$ cat config.mk
export PLATFORM = sky130hd
export DESIGN_NAME = shadow_pattern_src
export DESIGN_NICKNAME = d
export VERILOG_FILES = /design/src/rtl/shadow_pkg.sv /design/src/rtl/shadow_pattern_lane.sv /design/src/rtl/shadow_pattern_src.sv
export SDC_FILE = /design/constraint.sdc
export NUM_CORES = 1
export LEC_CHECK = 0
export ABC_AREA = 0
export CORE_AREA = 2 2 169 171
export CTS_CLUSTER_DIAMETER = 120
export CTS_CLUSTER_SIZE = 14
export DETAILED_ROUTE_END_ITERATION = 8
export DIE_AREA = 0 0 171 173
export GPL_TIMING_DRIVEN = 0
export SLEW_MARGIN = 30
export SYNTH_ARGS = -nofsm -noshare
export SYNTH_HDL_FRONTEND = slang
export SYNTH_SLANG_ARGS = --single-unit
$ cat constraint.sdc
create_clock -name rclk -period 5.85 [get_ports rclk]
set_input_delay 0.585 -clock rclk [delete_from_list [all_inputs] [get_ports rclk]]
set_output_delay 0.585 -clock rclk [all_outputs]
set_load 0.03 [all_outputs]
$ cat src/rtl/shadow_pkg.sv
// Shared types and constants for the shadow pattern source: mode and FSM
// encodings, LFSR feedback polynomial and the per-lane seed helper.
package shadow_pkg;

  typedef enum logic [1:0] {
    MODE_ONES = 2'd0,
    MODE_WALK = 2'd1,
    MODE_CNT  = 2'd2,
    MODE_LFSR = 2'd3
  } mode_e;

  typedef enum logic [1:0] {
    ST_IDLE = 2'd0,
    ST_RUN  = 2'd1,
    ST_DONE = 2'd2
  } state_e;

  localparam logic [15:0] LFSR_POLY = 16'hB400;
  localparam logic [15:0] LFSR_ZERO_SUB = 16'h0001;

  // An all-zero Galois LFSR would lock up, so a zero seed is substituted.
  function automatic logic [15:0] lane_seed(input logic [15:0] base, input int unsigned idx);
    logic [15:0] s;
    s = base ^ 16'(idx);
    return (s == 16'h0000) ? LFSR_ZERO_SUB : s;
  endfunction

endpackage

$ cat src/rtl/shadow_pattern_lane.sv
// One pattern chain: word counter, LFSR, finished flag and bit generation.
module shadow_pattern_lane
  import shadow_pkg::*;
#(
  parameter int unsigned DEPTH = 8,
  parameter int unsigned IDX   = 0,
  parameter logic [15:0] SEED  = 16'hACE1
) (
  input  logic  rclk,
  input  logic  arst_l,
  input  logic  load,
  input  logic  run,
  input  mode_e mode,
  input  logic  dump_en,
  output logic  pat,
  output logic  vld,
  output logic  finished,
  output logic  fin_nxt
);

  localparam int unsigned CW   = $clog2(DEPTH);
  localparam int unsigned WI   = IDX % DEPTH;
  localparam int unsigned CB   = IDX % CW;
  localparam logic [CW-1:0] LAST   = CW'(DEPTH - 1);
  localparam logic [CW-1:0] WALK_AT = CW'(WI);
  localparam logic [15:0] LANE_SEED = lane_seed(SEED, IDX);

  logic [CW-1:0] cnt;
  logic [15:0]   lfsr;
  logic          adv;
  logic          raw;

  assign vld     = run & ~finished;
  assign adv     = vld & dump_en;
  assign fin_nxt = finished | (adv & (cnt == LAST));

  always_ff @(posedge rclk or negedge arst_l) begin
    if (!arst_l) begin
      cnt      <= '0;
      finished <= 1'b0;
      lfsr     <= '0;
    end else if (load) begin
      cnt      <= '0;
      finished <= 1'b0;
      lfsr     <= LANE_SEED;
    end else if (adv) begin
      if (cnt == LAST) finished <= 1'b1;
      else             cnt      <= cnt + 1'b1;
      lfsr <= (lfsr >> 1) ^ (lfsr[0] ? LFSR_POLY : 16'h0000);
    end
  end

  always_comb begin
    raw = 1'b0;
    unique case (mode)
      MODE_ONES: raw = 1'b1;
      MODE_WALK: raw = (cnt == WALK_AT);
      MODE_CNT:  raw = cnt[CB];
      MODE_LFSR: raw = lfsr[0];
      default:   raw = 1'b0;
    endcase
  end

  assign pat = vld & raw;

endmodule

$ cat src/rtl/shadow_pattern_src.sv
// Multi-chain test pattern source: run FSM, per-chain lanes and single-chain
// error injection on the output bit.
module shadow_pattern_src
  import shadow_pkg::*;
#(
  parameter int unsigned CHAINS = 10,
  parameter int unsigned DEPTH  = 8,
  parameter logic [15:0] SEED   = 16'hACE1
) (
  input  logic              rclk,
  input  logic              arst_l,
  input  logic              start,
  input  logic              abort,
  input  logic [1:0]        mode,
  input  logic [CHAINS-1:0] chain_dump_en,
  input  logic              err_en,
  input  logic [6:0]        err_ctrl,
  output logic [CHAINS-1:0] chains_out,
  output logic [CHAINS-1:0] chains_out_vld,
  output logic [CHAINS-1:0] chains_out_done,
  output logic              busy
);

  state_e state, state_nxt;
  mode_e  mode_q;

  logic              run, load, active;
  logic [CHAINS-1:0] pat, vld, fin, fin_nxt, inj;

  assign load = (state == ST_IDLE) & start & ~abort;

  always_ff @(posedge rclk or negedge arst_l) begin
    if (!arst_l) begin
      state  <= ST_IDLE;
      mode_q <= MODE_ONES;
    end else begin
      state <= state_nxt;
      if (load) mode_q <= mode_e'(mode);
    end
  end

  // RUN ends on the edge where the last lane finishes, hence fin_nxt.
  always_comb begin
    state_nxt = state;
    if (abort) begin
      state_nxt = ST_IDLE;
    end else begin
      unique case (state)
        ST_IDLE: if (start)     state_nxt = ST_RUN;
        ST_RUN:  if (&fin_nxt)  state_nxt = ST_DONE;
        ST_DONE:                state_nxt = ST_IDLE;
        default:                state_nxt = ST_IDLE;
      endcase
    end
  end

  always_comb begin
    run    = (state == ST_RUN);
    active = (state == ST_RUN) || (state == ST_DONE);
    busy   = active;
  end

  for (genvar g = 0; g < CHAINS; g++) begin : g_lane
    shadow_pattern_lane #(
      .DEPTH (DEPTH),
      .IDX   (g),
      .SEED  (SEED)
    ) u_lane (
      .rclk     (rclk),
      .arst_l   (arst_l),
      .load     (load),
      .run      (run),
      .mode     (mode_q),
      .dump_en  (chain_dump_en[g]),
      .pat      (pat[g]),
      .vld      (vld[g]),
      .finished (fin[g]),
      .fin_nxt  (fin_nxt[g])
    );
  end

  always_comb begin
    inj = '0;
    for (int unsigned i = 0; i < CHAINS; i++) begin
      if (err_en && (err_ctrl == 7'(i))) inj[i] = vld[i];
    end
  end

  assign chains_out      = pat ^ inj;
  assign chains_out_vld  = vld;
  assign chains_out_done = active ? fin : '0;

endmodule
**Close-up of the layout**

Region (60, 96) to (110, 146) um. Cells in gray, sequential cells in the stronger gray; small squares are vias.
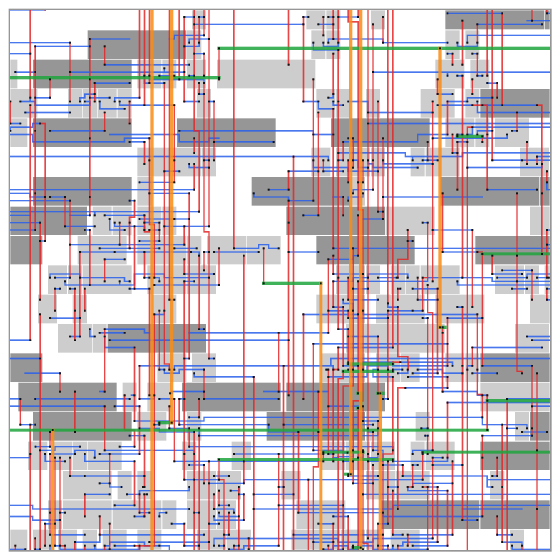
layer	color
M4	orange
M3	green
M1	blue
M2	red
most frequent	dfrtp_1 (24), nand2_1 (23), nor2_1 (16)
sequential cells in the window	24
netlist names of flops here include	g_lane.u_lane.cnt (11), g_lane.u_lane.lfsr (10), g_lane.u_lane.finished (3)
cells with their middle in the window	155

**Signal metal coverage by tile**

(2 px per um) The die is cut into 34 by 35 equal tiles; dark purple is low, yellow is high, scaled to the fullest tile. Values are wire area over tile area, all layers added.
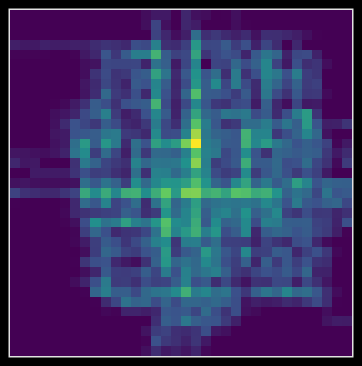
densest ninth of the die	center
tiles over half the peak	5.7%
fullest tile	0.71
mean over tiles	0.13

**Cell placement**

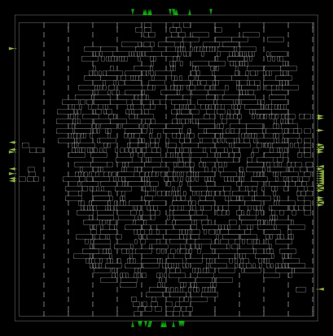
cell row count: 61
Seq area share: 45.89%
flip-flop and latch count: 204

**Drive-strength map**

(1.5 px per um)
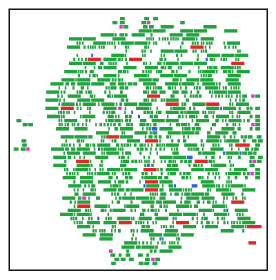
size	color	cells
x6 and larger	red	22
x1 and smaller	green	1082
x3 and x4	magenta	11
x2	blue	17

**Power grid**

(3 px per um) Pins as bars on the die edge.
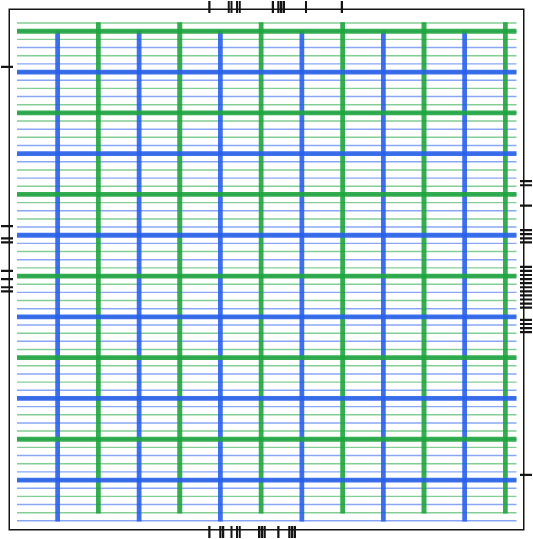
net	color
VDD	green
VSS	blue
met5 straps	12
signal pins	55

==> run notes <==
flow finished, numbers: cell count listed in synth_stat.txt around 1.1k, number of instances resized during post-cts repair 0, sequential share of the synthesized area a little over half, Leading power group sequential cells, storage element area ~0.0051 mm^2, P_sw approximately 1.4 mW, most used cells in the layout excluding fill and tap cells nand2_1, dfrtp_1, a21oi_1, nand3_1, clkbuf_1, Ports ~55, fraction of power spent switching nets around 33%, Bufs and invs on worst path 3, Remaining Overflow, GRT 0, tally of nets with antenna violations remaining after routing 0, Synth logic family simple AND/OR/NAND/NOR gates, endpoint of the most critical register-to-register path g_lane[4].u_lane.lfsr[10], wire length on met2 approximately 11 mm, Critical Path End chains_out[9], number of global-route vias before repair 7191, Final Cell Area between 0.01 and 0.015 mm^2, setup repair after global routing missed its margin no, clock buffer count from CTS 18, maximum root-to-sink buffer count 3, number of non-clock inverters in the layout 19, antenna violations before repair 0, kind of path behind the tightest hold check input port to async pin, post-place setup slack 2023 ps, Data arrival, critical path between 3000 and 4000 ps, yosys-reported design area after synthesis roughly 0.0096 mm^2, Synth Area in Simple Gates between 20% and 30%, run status finished clean, number of non-clock buffers in the layout roughly 140, uppermost metal layer occupied by signal nets met4, Clock Skew about 12 ps, Post-Synth XOR/XNOR Area 4.120%, Cell Pwr Density 391.5 mW/mm^2, share of cell area taken by multi-input logic gates a little over a third, area share of and-or/or-and cells after synthesis a little over a tenth, Data required, critical path between 5000 and 6000 ps, worst slew pin tran 826.5 ps, critical path's top delay family buffers and inverters, relative area of clock buffers and inverters in the final design between 4 and 5%, synthesized instance count 1056, most frequent cell after synthesis nand2_1, Clock Power around 1.1 mW, GR met1 Demand/Resource around 24%, total of clock buffers placed in the layout 19, VDD IR-drop max between 0.15 and 0.2 mV, period utilization around two thirds, cell-by-cell trace of the critical path buf_2 > clkbuf_1 > o211ai_1 > a211o_1 > a21boi_0 > clkdlybuf4s50_1, number of DRC violations after detailed routing 0, layout net count 1187, total iterations of the first detailed-routing run 6, number of enable flip-flop cells 0, port bufs about 54, post-synth cell types 40, total routing usage reported by global routing around 17%, final core utilization between 40% and 50%, Max Clock Freq between 200 and 300 MHz, clock share of power between 20% and 30%, number of logic stages on the critical path including buffering 6, Post CTS Setup Buffer Count 0, highest-utilization routing layer at the global route stage met2, average cell area after synthesis ~9.1 um^2, number of inserted diodes 0, multi-input combinational cell count 747, Seq power ~2 mW, number of max-cap violations 0, detailed-routing wirelength on met1 11.50 mm, post-synth design cell area around 0.0096 mm^2, nets in the synthesized netlist ~1.1k, Hold-fix buffers, CTS 0, Async SR Flop Fraction 100.0%, cell types occupying the most area after synthesis dfrtp_1, nand2_1, a21oi_1, effective utilization at floorplan 34.62%, maximum number of pins on one net before global-route repair ~80, startpoint kind of the worst setup timing path flop, Post-Synth Adder-Cell Area slightly above 4%, M3 GR Usage roughly 2.4%, Reg power frac between 40% and 50%, Yosys warning total 0, registers with the most flip-flops g_lane.u_lane.lfsr (160), g_lane.u_lane.cnt (30), g_lane.u_lane.finished (10), die x size between 150 and 200 um, max_slew headroom 44.90%, static power due to leakage slightly below 5 nW, total negative setup slack 0 ps
Power and IR drop assume default switching activity.
